**src/rtl/phy_tx_cond.sv**
```systemverilog
// Two-channel transmit PHY: per-channel FIFOs, merge, two-lane byte striping and MSB-first serialisation.
// Optional status outputs (tx_active, tx_byte_cnt) are enabled by defining PHY_TX_STATUS_EN.
module phy_tx_cond #(
  parameter int         DEPTH       = 4,
  parameter int         SYNC_FRAMES = 4,
  parameter logic [7:0] IDLE_BYTE   = 8'hBC
) (
  input  logic       clk_8f,
  input  logic       reset,
  input  logic [7:0] data_in_c_0,
  input  logic       valid_in_c_0,
  output logic       ready_out_c_0,
  input  logic [7:0] data_in_c_1,
  input  logic       valid_in_c_1,
  output logic       ready_out_c_1,
  output logic       data_out_c_0,
  output logic       data_out_c_1
`ifdef PHY_TX_STATUS_EN
  ,
  output logic       tx_active,
  output logic [7:0] tx_byte_cnt
`endif
);

  localparam int AW = $clog2(DEPTH);
  localparam int FW = $clog2(SYNC_FRAMES + 1);
  localparam logic [AW:0] FULL_CNT = (AW + 1)'(DEPTH);

  typedef enum logic {SYNC, ACTIVE} state_t;

  logic [1:0][7:0] in_data;
  logic [1:0]      in_valid;
  logic [1:0]      in_ready;
  logic [1:0]      empty;
  logic [1:0]      pop;
  logic [1:0][7:0] head;

  assign in_data  = {data_in_c_1, data_in_c_0};
  assign in_valid = {valid_in_c_1, valid_in_c_0};
  assign ready_out_c_0 = in_ready[0];
  assign ready_out_c_1 = in_ready[1];

  // Head-of-queue is read combinationally so the pop decision and the frame byte share one load edge.
  genvar gi;
  generate
    for (gi = 0; gi < 2; gi++) begin : g_fifo
      logic [7:0]    mem [DEPTH];
      logic [AW-1:0] wr_ptr_reg;
      logic [AW-1:0] rd_ptr_reg;
      logic [AW:0]   count_reg;
      logic          push;

      assign in_ready[gi] = !reset && (count_reg != FULL_CNT);
      assign push         = in_valid[gi] && in_ready[gi];
      assign empty[gi]    = (count_reg == '0);
      assign head[gi]     = mem[rd_ptr_reg];

      always_ff @(posedge clk_8f) begin
        if (push) mem[wr_ptr_reg] <= in_data[gi];
      end

      always_ff @(posedge clk_8f) begin
        if (reset) begin
          wr_ptr_reg <= '0;
          rd_ptr_reg <= '0;
          count_reg  <= '0;
        end else begin
          if (push) wr_ptr_reg <= wr_ptr_reg + 1'b1;
          if (pop[gi]) rd_ptr_reg <= rd_ptr_reg + 1'b1;
          case ({push, pop[gi]})
            2'b10:   count_reg <= count_reg + 1'b1;
            2'b01:   count_reg <= count_reg - 1'b1;
            default: count_reg <= count_reg;
          endcase
        end
      end
    end
  endgenerate

  state_t          state_reg, state_next;
  logic [2:0]      bit_cnt_reg;
  logic [FW-1:0]   frame_cnt_reg, frame_cnt_next;
  logic            stripe_reg, stripe_next;
  logic [1:0][7:0] shift_reg;
  logic [1:0][7:0] lane_byte;
  logic            load;

  assign load = (bit_cnt_reg == 3'd7);

  always_comb begin
    state_next     = state_reg;
    frame_cnt_next = frame_cnt_reg;
    stripe_next    = stripe_reg;
    lane_byte      = {IDLE_BYTE, IDLE_BYTE};
    pop            = '0;
    if (load) begin
      case (state_reg)
        SYNC: begin
          frame_cnt_next = frame_cnt_reg + 1'b1;
          if (frame_cnt_next == FW'(SYNC_FRAMES)) state_next = ACTIVE;
        end
        ACTIVE: begin
          pop = ~empty;
          // With two bytes the pointer toggles twice, so it ends where it started.
          case (pop)
            2'b11: begin
              lane_byte[stripe_reg]  = head[0];
              lane_byte[~stripe_reg] = head[1];
            end
            2'b01: begin
              lane_byte[stripe_reg] = head[0];
              stripe_next           = ~stripe_reg;
            end
            2'b10: begin
              lane_byte[stripe_reg] = head[1];
              stripe_next           = ~stripe_reg;
            end
            default: ;
          endcase
        end
        default: state_next = SYNC;
      endcase
    end
  end

  always_ff @(posedge clk_8f) begin
    if (reset) begin
      state_reg     <= SYNC;
      bit_cnt_reg   <= '0;
      frame_cnt_reg <= '0;
      stripe_reg    <= 1'b0;
    end else begin
      state_reg     <= state_next;
      bit_cnt_reg   <= bit_cnt_reg + 1'b1;
      frame_cnt_reg <= frame_cnt_next;
      stripe_reg    <= stripe_next;
    end
  end

  generate
    for (gi = 0; gi < 2; gi++) begin : g_lane
      always_ff @(posedge clk_8f) begin
        if (reset) shift_reg[gi] <= IDLE_BYTE;
        else if (load) shift_reg[gi] <= lane_byte[gi];
        else shift_reg[gi] <= {shift_reg[gi][6:0], 1'b0};
      end
    end
  endgenerate

  assign data_out_c_0 = shift_reg[0][7];
  assign data_out_c_1 = shift_reg[1][7];

`ifdef PHY_TX_STATUS_EN
  logic [7:0] byte_cnt_reg;

  always_ff @(posedge clk_8f) begin
    if (reset) byte_cnt_reg <= '0;
    else byte_cnt_reg <= byte_cnt_reg + 8'(pop[0]) + 8'(pop[1]);
  end

  assign tx_active   = (state_reg == ACTIVE);
  assign tx_byte_cnt = byte_cnt_reg;
`endif

endmodule
```
**config.mk**
```make
export PLATFORM = sky130hd
export DESIGN_NAME = phy_tx_cond
export DESIGN_NICKNAME = d
export VERILOG_FILES = /design/src/rtl/phy_tx_cond.sv
export SDC_FILE = /design/constraint.sdc
export NUM_CORES = 1
export LEC_CHECK = 0
export CORE_ASPECT_RATIO = 0.8
export CORE_MARGIN = 1.5
export CORE_UTILIZATION = 45
export DETAILED_ROUTE_END_ITERATION = 10
export PLACE_DENSITY = 0.61
export SETUP_SLACK_MARGIN = 0.05
export SLEW_MARGIN = 0
export SYNTH_ARGS = -nofsm -noshare
export SYNTH_HDL_FRONTEND = slang
export SYNTH_SLANG_ARGS = --single-unit
export TNS_END_PERCENT = 10
```
**constraint.sdc**
```tcl
create_clock -name clk_8f -period 3.79 [get_ports clk_8f]
set_clock_uncertainty 0.15 [all_clocks]
set_input_delay 0.5685 -clock clk_8f [delete_from_list [all_inputs] [get_ports clk_8f]]
set_output_delay 0.5685 -clock clk_8f [all_outputs]
set_load 0.01 [all_outputs]
```
==> impl_metrics.toml, run 1 <==
# yosys + openroad results
[worst_setup_path]
r2r_start = "bit_cnt_reg[0]$_SDFF_PP0_"
reg2reg_depth = 10
arrival_ns = 2.18
critPathLaunch = "reset"
r2r_setup_slack_ns = 1.04
crit_type = "input pin to primary output"
crit_required_ns = 3.07
cp-start-kind = "input pin"
cp_max_fo = 25
endpoint = "ready_out_c_0"
cp-end-kind = "primary output"
r2r-end = "g_fifo[0].count_reg[2]$_SDFFE_PP0P_"

[job]
warnings = 37
maxCapViolations = 0

[floorplan]
fp_util_pct = 46.2
dieArea_sq_um = 11100
std_cell_rows = 33
die_y_um = 94.5
fp.dieW_um = 117
core_region_area_sq_um = 10200
num_io_pins = 24

[global_routing]
overflow = 0
grt_pass1_vias = 2680
grt_antenna_before_repair = 0
grt_pass1_wl_um = 13800
grt_max_degree = 26

[finish]
fin_area_sq_um = 5320
nNetsFinal = 416
antennaDiodeCount = 0
area_delta_synth_final_pct = 12.9
regArea_sq_um = 2760
logic_area_sq_um = 1780
lay_top_cells = "edfxtp_1, dfxtp_1, nor2_1"
largest_reg_flops = 64
fillers = 886
drive_gt1_share_pct = 12.1

[timing]
relSlewSlack_pct = 50.5
fin_crit_ns = 2.90
finalClockPeriodUsage_pct = 76.5
setup_viol = 0
max_freq_mhz = 345
fin_tns_setup_ns = 0
slew_viol_final = 0
fin_hold_ws_ns = 0.277
tightestPinTransition_ns = 0.741
hold_violations = 0
setup_ws_ns = 0.893
rsz0062_at_grt = "false"

[power]
peakVddDrop_v = 0.000229
power_density_nw_per_um2 = 433
p_leak_uw = 0.00179

[place]
placed_area_sq_um = 5040
io_buffer_count = 23
gp_congestion = 0.764
place_ws_ns = 0.780
hpwl_um = 5940
dp_cells = 504

[logic_synthesis]
syn_area_sq_um = 4710
yosys_area_sq_um = 4710
synth_nets = 398
yosys_warnings = 0
syn_inst = 357
async_flop_share_pct = 0
flop_cell = "edfxtp_1"
postSynthAreaPerCell_sq_um = 13.2
yosysUniqueCellTypes = 47
synth-seq-cells = 106
edf_count = 64
ys_seq_share_pct = 58.6
ys_cells = 357

[detailed_routing]
drc = 0
wl_per_cell_um = 16.1
firstDrtPassIters = 4
ant_nets = 0
first_iter_violations = 220
vias_per_cell = 5.43

[worst_hold_path]
hold_class = "flop to flop"
min_from = "bit_cnt_reg[0]$_SDFF_PP0_"

[clock_network]
post_cts_resized = 0
clock_path_buffers = 2
htreeDepth = 3
clk_latency_ns = 0.34
cts_tree = "yes"
clockRootBuffer = "clkbuf_16"
clk_pin_slew_worst_paths_ns = 0.06
cts_hold_buf = 0
postCtsSetupBuffers = 0

[status]
outcome = "complete, no violations"
-- run 1: report_power, final --
| part | total [uW] | switching, uW | internal [uW] |
|---|---|---|---|
| Clock | 858 | 394 | 464 |
| Combinational | 169 | 93.9 | 75.6 |
| Sequential | 1280 | 16.4 | 1260 |
-- run 1: Yosys cell counts, types with 7 or more instances --
library cell / number / area (sq um)
inv_1: 21 / 78.8
clkbuf_1: 9 / 33.8
mux2_2: 12 / 135
o32ai_1: 10 / 87.6
mux4_1: 7 / 184
edfxtp_1: 64 / 1920
o21ai_0: 14 / 70.1
ha_1: 19 / 238
o22ai_1: 20 / 125
nand2_1: 11 / 41.3
and2_1: 8 / 50.1
nor3_1: 11 / 55.1
a21oi_1: 14 / 70.1
nor2_1: 27 / 101
dfxtp_1: 42 / 841
mux4_2: 9 / 203
-- run 1: cell type report --
class / count / area share (%)
multi-input cells: 212 / 33.5
well taps: 140 / 3.29
clock inverters: 6 / 0.752
inverters: 21 / 1.48
flip-flops and latches: 106 / 51.9
repair buffers: 25 / 4.61
clock buffers: 10 / 4.49
-- run 1: how the worst min path moves through the flow --
stage / to / cells past startpoint
detailed placement: bit_cnt_reg[0]$_SDFF_PP0_ / 1
global route: bit_cnt_reg[0]$_SDFF_PP0_ / 1
global placement: bit_cnt_reg[0]$_SDFF_PP0_ / 1
finish: bit_cnt_reg[0]$_SDFF_PP0_ / 1
floorplan: bit_cnt_reg[0]$_SDFF_PP0_ / 1
CTS: bit_cnt_reg[0]$_SDFF_PP0_ / 1
-- run 1: critical path: stages --
cell	delay (ns)
clkdlybuf4s50_1	0.59
buf_4	0.31
a21oi_1	0.15
clkdlybuf4s50_1	0.55
-- run 1: kinds of logic after synthesis --
logic type	count (synthesis)	share of synthesized area [%]
XOR/XNOR	8	1.49
AND-OR/OR-AND	72	10.0
AND/OR/NAND/NOR	81	8.90
multiplexers	30	11.5
flip-flops	106	58.6
buffers and inverters	39	3.58
adder cells (fa/ha/maj)	21	5.89
-- run 1: stage by stage --
step / utilization, % / power [uW]
global route: 52.2 / 2400
finish: 52.2 / 2300
floorplan: - / 1410
global placement: 49.4 / 1470
CTS: 52.2 / 2330
detailed placement: 49.4 / 1470
-- run 1: metal layers --
layer / vias to the layer above / GRT usage [%] / part of all wire [%]
li1: 1391 / - / -
met1: 1377 / 22.2 / 47
met2: 50 / 26.4 / 47
met3: 6 / 5.37 / 4.8
met4: 0 / 4.63 / 0.73
met5: - / 0 / 0
==> run_1/gates.png <==
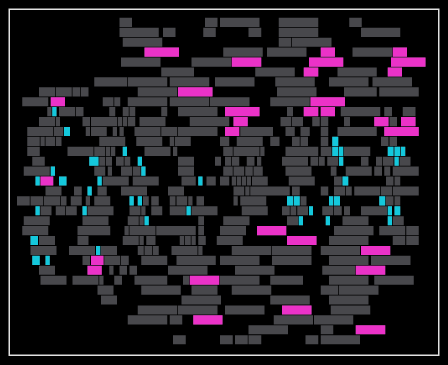
Cyan shows nor cells, cells 42, most used nor2_1, where a horizontal strip, middle. Magenta shows mux cells, cells 30, most used mux2_2, where widely spread.
logic share of the area: 33.5%
post-route insts no fill: 520
most used logic cell in the final layout: edfxtp_1

==> run_1/clock_nets.png <==
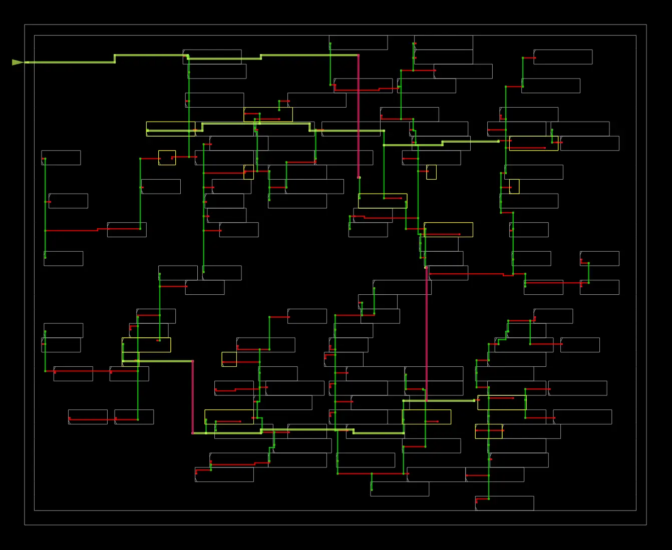
FF+latch count: 106
Sink Count: 106
CTS buffer count: 9

==> run_1/closeup.png <==
The bar under the picture is 5 um long. Window x 49 to 69, y 56 to 76 um. Cells in grey, sequential cells in the stronger grey; small squares are vias.
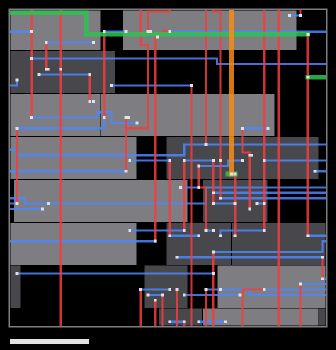
Red shows M2. Green shows M3. Blue shows M1. Orange shows M4.
Sequential cells in the window: 8. Netlist names of flops here include g_fifo.mem (7), shift_reg (1). 14 logic cells have their middle in the window. Most frequent: edfxtp_1 (7), mux4_1 (2), mux2_2 (2).

==> run_1/route_heat.png <==
The die is cut into 23 by 19 equal tiles; white is low, dark blue is high, scaled to the fullest tile. Values are wire area over tile area, all layers added.
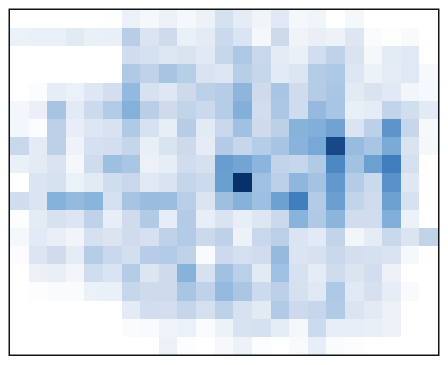
The emptiest ninth of the die: lower left. The mean over all tiles is 0.12. 3.9% of the tiles are over half the peak. The fullest tile reaches 0.63. 17% of the tiles are nearly empty.
Post-Route WL: 8370 um
via count: 2824
GRT Util Overall: 16.6%

==> run_1/pinout.png <==
The bar under the picture is 20 um long. Pins as bars across the die edge, other pins in grey.
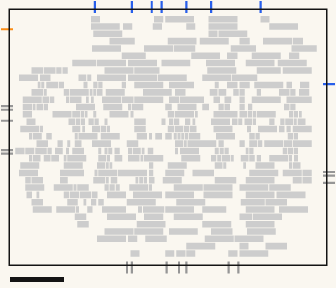

## Run 2: what changed since run 1
--- a/config.mk
+++ b/config.mk
@@ -9,7 +9,7 @@
 export CORE_MARGIN = 1.5
 export CORE_UTILIZATION = 45
 export DETAILED_ROUTE_END_ITERATION = 10
-export PLACE_DENSITY = 0.61
+export PLACE_DENSITY = 0.63
 export SETUP_SLACK_MARGIN = 0.05
 export SLEW_MARGIN = 0
 export SYNTH_ARGS = -nofsm -noshare
==> constraint.sdc (replaced) <==
create_clock -name clk_8f -period 2.6 [get_ports clk_8f]
set_clock_uncertainty 0.15 [all_clocks]
set_input_delay 0.39 -clock clk_8f [delete_from_list [all_inputs] [get_ports clk_8f]]
set_output_delay 0.39 -clock clk_8f [all_outputs]
set_load 0.01 [all_outputs]
==> run_2/pinout.png <==
The bar under the picture is 20 um long. Pins as bars across the die edge, other pins in grey.
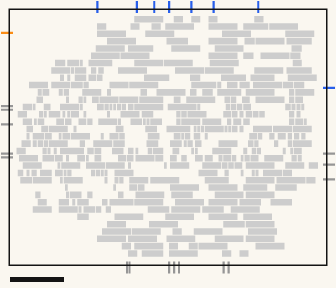
Blue shows data_in_c_1, pins 8, direction input, edge 7 top, 1 right. Orange shows clk_8f, pins 1, direction input, edge left.
All pins by edge: 7 bottom, 7 top, 6 left, 4 right.
Port Buf Inserts: 23
die width: 117 um
Die H: 94.5 um

==> impl_metrics.toml, run 2 <==
# yosys + openroad results
[worst_setup_path]
crit_path_max_incr_delay_ns = 0.38
critPathLaunch = "bit_cnt_reg[0]$_SDFF_PP0_"
arrival_ns = 2.51
crit_required_ns = 2.73
crit_type = "flop to flop"
endpoint = "g_fifo[0].count_reg[2]$_SDFFE_PP0P_"
r2r_start = "bit_cnt_reg[0]$_SDFF_PP0_"
worst_path_max_delay_cell = "fa_1"
r2r-end = "g_fifo[0].count_reg[2]$_SDFFE_PP0P_"
cp-end-kind = "flop"
r2r_setup_slack_ns = 0.22

[floorplan]
core_region_area_sq_um = 10200
dieArea_sq_um = 11100
std_cell_rows = 33
fp_util_pct = 46.2

[place]
gp_congestion = 0.807
place_ws_ns = 0.0877

[logic_synthesis]
yosys_warnings = 0
yosys_area_sq_um = 4710
syn_area_sq_um = 4710
area_leaders = "edfxtp_1, dfxtp_1, ha_1, mux4_2, mux4_1"
top_cell = "edfxtp_1"
postSynthAreaPerCell_sq_um = 13.2
yosysUniqueCellTypes = 47
syn_inst = 357
synth_nets = 398
async_flop_share_pct = 0
edf_count = 64
ys_cells = 357

[clock_network]
clk_pin_slew_worst_paths_ns = 0.06
cts-buffers-inserted = 9
clock_path_buffers = 2
cts_hold_buf = 0
htreeDepth = 3
clk_latency_ns = 0.34
cts.sinks = 106

[detailed_routing]
vias_per_cell = 5.39
wl_per_cell_um = 15.7
first_iter_violations = 135
finalWirelength_um = 8340
ant_nets = 0
vias = 2862
drc = 0
firstDrtPassIters = 4

[global_routing]
grt_util_all_layers_pct = 16.1
grt_pass1_vias = 2814
grt_max_degree = 23
overflow = 0
grt_antenna_before_repair = 0
grt_pass1_wl_um = 13700

[finish]
mostFrequentLayoutCell = "edfxtp_1"
lay_top_cells = "edfxtp_1, dfxtp_1, nor2_1"
area_delta_synth_final_pct = 16.0
drive_gt1_share_pct = 14.3
antennaDiodeCount = 0

[power]
power_density_nw_per_um2 = 665
peakVddDrop_v = 0.000312

[status]
outcome = "complete, no violations"

[timing]
fin_tns_setup_ns = 0
tightestPinTransition_ns = 0.669
max_freq_mhz = 420
hold_violations = 0
setup_viol = 0
slew_viol_final = 0

[job]
maxCapViolations = 0

[worst_hold_path]
hold_class = "flop to flop"
[run 2: cell counts after synthesis]
Identical to the previous run, type by type.
[run 2: logic make-up (layout without fill, tap and decap cells)]
group                      count (synthesis)  in the layout  synth area share, %
AOI/OAI and AO/OA                         72             72                 10.0
xor gates and xnor gates                   8              8                 1.49
adders and majority gates                 21             21                 5.89
buffers and inverters                     39             73                 3.58
DFF                                      106            106                 58.6
muxes                                     30             30                 11.5
and+or+nand+nor                           81             81                 8.90
[run 2: repair_timing]
action                                 in CTS  in global routing
endpoints found under the hold margin       0                  0
gates resized                               0                  2
buffers inserted                            0                  2
setup endpoints to repair                   0                  2
[run 2: cell type report]
cell class | instances | area [sq um] | share of cell area (%)
Clock inverter | 7 | 116 | 2.13
Multi-Input combinational cell | 212 | 1780 | 32.6
Clock buffer | 9 | 225 | 4.12
Inverter | 21 | 78.8 | 1.44
Tap cell | 140 | 175 | 3.20
Timing Repair Buffer | 36 | 328 | 6.00
Sequential cell | 106 | 2760 | 50.5
[run 2: where the power goes]
part / switching [uW] / internal, uW / total [uW] / leakage [uW]
Sequential: 25.2 / 1840 / 1860 / 0.000925
Clock: 584 / 941 / 1520 / 0.000167
Combinational: 134 / 114 / 248 / 0.000798
Total: 744 / 2890 / 3640 / 0.00189
[run 2: worst min-delay path by stage]
| stage | from | to | slack, ns |
|---|---|---|---|
| 2_1_floorplan | bit_cnt_reg[0]$_SDFF_PP0_ | bit_cnt_reg[0]$_SDFF_PP0_ | 0.25 |
| 6_report | bit_cnt_reg[0]$_SDFF_PP0_ | bit_cnt_reg[0]$_SDFF_PP0_ | 0.27 |
| 3_3_place_gp | bit_cnt_reg[0]$_SDFF_PP0_ | bit_cnt_reg[0]$_SDFF_PP0_ | 0.26 |
| 5_1_grt | bit_cnt_reg[0]$_SDFF_PP0_ | bit_cnt_reg[0]$_SDFF_PP0_ | 0.30 |
| 3_5_place_dp | bit_cnt_reg[0]$_SDFF_PP0_ | bit_cnt_reg[0]$_SDFF_PP0_ | 0.27 |
| 4_1_cts | bit_cnt_reg[0]$_SDFF_PP0_ | bit_cnt_reg[0]$_SDFF_PP0_ | 0.28 |
[run 2: routing by layer]
layer  GRT usage, %  wire length, um  vias up
met1           20.2             3910     1389
met4           5.45              114        0
met2           27.6             4030       49
met5              0                0        -
li1               -                -     1414
met3           4.17              287       10
[run 2: per-stage QoR]
step | utilization [%] | total power (uW) | hold WS (ns) | instance area, sq um | std cells
after floorplan | - | 2050 | 0.249 | 4710 | 357
after global placement | 50.1 | 2140 | 0.256 | 5110 | 513
after detailed placement | 50.1 | 2150 | 0.268 | 5110 | 513
after CTS | 53.5 | 3670 | 0.277 | 5450 | 529
after global routing | 53.6 | 3760 | 0.305 | 5470 | 531
final | 53.6 | 3640 | 0.273 | 5470 | 531
[run 2: critical path, delay by kind of cell, from the launching register on]
kind                     cells  cell delay, ns
AND/OR/NAND/NOR              1            0.30
AND-OR/OR-AND                2            0.28
buffers and inverters        2            0.17
XOR/XNOR                     1            0.17
flip-flops                   1            0.33
adder cells (fa/ha/maj)      4            0.91
==> run_2/gates.png <==
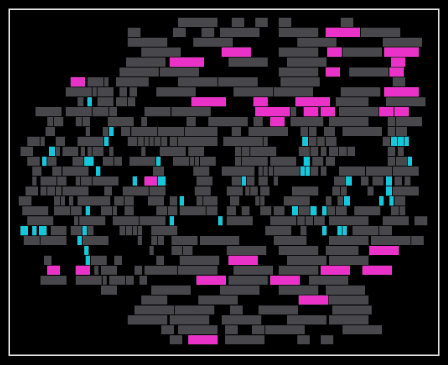

## Run 3: what changed since run 2
--- a/config.mk
+++ b/config.mk
@@ -9,7 +9,6 @@
 export CORE_MARGIN = 1.5
 export CORE_UTILIZATION = 45
 export DETAILED_ROUTE_END_ITERATION = 10
-export PLACE_DENSITY = 0.63
 export SETUP_SLACK_MARGIN = 0.05
 export SLEW_MARGIN = 0
 export SYNTH_ARGS = -nofsm -noshare
==> run_3/gates.png <==
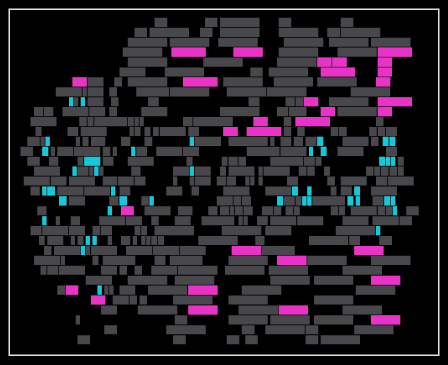
Cyan shows nor cells, cells 42, most used nor2_1. Magenta shows mux cells, cells 30, most used mux2_2, where widely spread.
post-route insts no fill: 527
logic share of the area: 33.1%

==> impl_metrics.toml, run 3 <==
# yosys + openroad results
[timing]
slew_viol_final = 0
fin_crit_ns = 2.36
tightestPinTransition_ns = 0.672
setup_viol = 0
relSlewSlack_pct = 55.2
fin_hold_ws_ns = 0.278
finalClockPeriodUsage_pct = 90.9
max_freq_mhz = 423
fin_tns_setup_ns = 0
rsz0062_at_grt = "true"
hold_violations = 0

[global_routing]
grt_pass1_vias = 2875
grt_max_degree = 24
overflow = 0
grt_antenna_before_repair = 0
grt_util_all_layers_pct = 16.7
grt_pass1_wl_um = 14100
busiest_layer = "met2"
grtUsageMet1_pct = 22.0
use_met3_pct = 3.86
use_met2_pct = 27.1

[worst_hold_path]
whs_path_depth = 1
hold_class = "flop to flop"
hold_path_end = "bit_cnt_reg[0]$_SDFF_PP0_"
min_from = "bit_cnt_reg[0]$_SDFF_PP0_"

[power]
switching_share_pct = 22.8
switchingPower_uw = 783
p_comb_share_pct = 7.3
p_int_uw = 2650
p_clk_share_pct = 38.4
power_uw = 3430
p_leak_uw = 0.00185
power_density_nw_per_um2 = 636
peakVddDrop_v = 0.000337
p_seq_share_pct = 54.3

[clock_network]
clk_pin_slew_worst_paths_ns = 0.07
clock_path_buffers = 2
clockRootBuffer = "clkbuf_16"
clk_latency_ns = 0.35
htreeDepth = 3
cts-buffers-inserted = 9
post_cts_resized = 0
cts_tree = "yes"
cts_hold_buf = 0
postCtsSetupBuffers = 0
cts.sinks = 106

[finish]
lay_top_cells = "edfxtp_1, dfxtp_1, nor2_1"
mostFrequentLayoutCell = "edfxtp_1"
nNetsFinal = 423
drive_gt1_share_pct = 14.0
largest_reg_flops = 64
fillers = 885
regArea_sq_um = 2760
final_util_pct = 52.9
area_delta_synth_final_pct = 14.5
logic_area_sq_um = 1790
fin_area_sq_um = 5400
antennaDiodeCount = 0

[logic_synthesis]
yosys_area_sq_um = 4710
yosysUniqueCellTypes = 47
common_cells = "edfxtp_1, dfxtp_1, nor2_1, inv_1, o22ai_1"
edf_count = 64
area_leaders = "edfxtp_1, dfxtp_1, ha_1, mux4_2, mux4_1"
ys_seq_share_pct = 58.6
yosys_warnings = 0
postSynthAreaPerCell_sq_um = 13.2
synth_nets = 398
top_area_share_pct = 40.8
top_cell = "edfxtp_1"
synth-seq-cells = 106
top_area_cell = "edfxtp_1"
syn_inst = 357
ys_cells = 357
flop_cell = "edfxtp_1"
async_flop_share_pct = 0
syn_area_sq_um = 4710

[floorplan]
core_region_area_sq_um = 10200
dieArea_sq_um = 11100
num_io_pins = 24
fp_util_pct = 46.2
fp.dieW_um = 117
std_cell_rows = 33
die_y_um = 94.5

[worst_setup_path]
cp-end-kind = "flop"
crit_path_max_incr_delay_ns = 0.37
arrival_ns = 2.49
crit_type = "flop to flop"
r2r-end = "g_fifo[1].count_reg[2]$_SDFFE_PP0P_"
path_buffers = 2
worst_path_max_delay_cell = "fa_1"
crit_required_ns = 2.73
path_cells = "ha_1 > ha_1 > o311ai_1 > inv_1 > ha_1 > inv_1 > fa_1 > xor2_1 > or3_1 > a21oi_1"
cp_common_cell = "ha_1"
r2r_setup_slack_ns = 0.24
cp_top_family = "adder cells"
cp_max_fo = 3
reg2reg_depth = 10
r2r_start = "bit_cnt_reg[0]$_SDFF_PP0_"
cp-start-kind = "flop"

[detailed_routing]
first_iter_violations = 157
vias = 2889
wl_per_cell_um = 16.1
firstDrtPassIters = 4
vias_per_cell = 5.48
drc = 0
finalWirelength_um = 8460
ant_nets = 0

[place]
gp_congestion = 0.781
io_buffer_count = 23
placed_area_sq_um = 5090
hpwl_um = 5950

[job]
warnings = 38
maxCapViolations = 0

[status]
outcome = "complete, no violations"
-- run 3: routing by layer --
layer / wire, um / vias up
li1: - / 1408
met1: 3970 / 1397
met2: 3960 / 67
met3: 364 / 17
met4: 172 / 0
met5: 0 / -
-- run 3: cell families after synthesis --
kind of cell	count (synthesis)	share of synthesized area [%]
compound gates	72	10.0
flops	106	58.6
fa+ha+maj	21	5.89
xor+xnor	8	1.49
mux	30	11.5
buf+inv	39	3.58
simple gates	81	8.90
-- run 3: metrics by stage --
stage / setup slack [ns] / std cells
2_1_floorplan: 0.192 / 357
3_3_place_gp: 0.110 / 511
3_5_place_dp: 0.0495 / 511
4_1_cts: 0.164 / 527
5_1_grt: 0.0298 / 527
6_report: 0.236 / 527
-- run 3: layout make-up --
cell class,instances,area share (%)
Inverter,21,1.46
Sequential cell,106,51.2
Timing Repair Buffer,32,5.52
Tap cell,140,3.25
Multi-Input combinational cell,212,33.1
Clock buffer,10,4.43
Clock inverter,6,1.04
-- run 3: worst max path at each step --
stage / startpoint / end / slack [ns] / cells past startpoint
global placement: reset / g_fifo[1].count_reg[2]$_SDFFE_PP0P_ / 0.11 / 9
finish: bit_cnt_reg[0]$_SDFF_PP0_ / g_fifo[1].count_reg[2]$_SDFFE_PP0P_ / 0.24 / 10
floorplan: bit_cnt_reg[0]$_SDFF_PP0_ / g_fifo[0].count_reg[2]$_SDFFE_PP0P_ / 0.19 / 11
CTS: bit_cnt_reg[0]$_SDFF_PP0_ / g_fifo[1].count_reg[2]$_SDFFE_PP0P_ / 0.16 / 10
detailed placement: reset / g_fifo[1].count_reg[2]$_SDFFE_PP0P_ / 0.05 / 9
global route: bit_cnt_reg[0]$_SDFF_PP0_ / g_fifo[1].count_reg[2]$_SDFFE_PP0P_ / 0.03 / 10
-- run 3: power by group through the flow --
stage / combinational [uW] / clock, uW / sequential [uW]
after global placement: 246 / 0 / 1900
after CTS: 253 / 1340 / 1860
final: 249 / 1320 / 1860
after global routing: 283 / 1410 / 1870
after floorplan: 155 / 0 / 1890
after detailed placement: 251 / 0 / 1900
Power figures rest on the tool's default switching activity, not on a simulated workload.
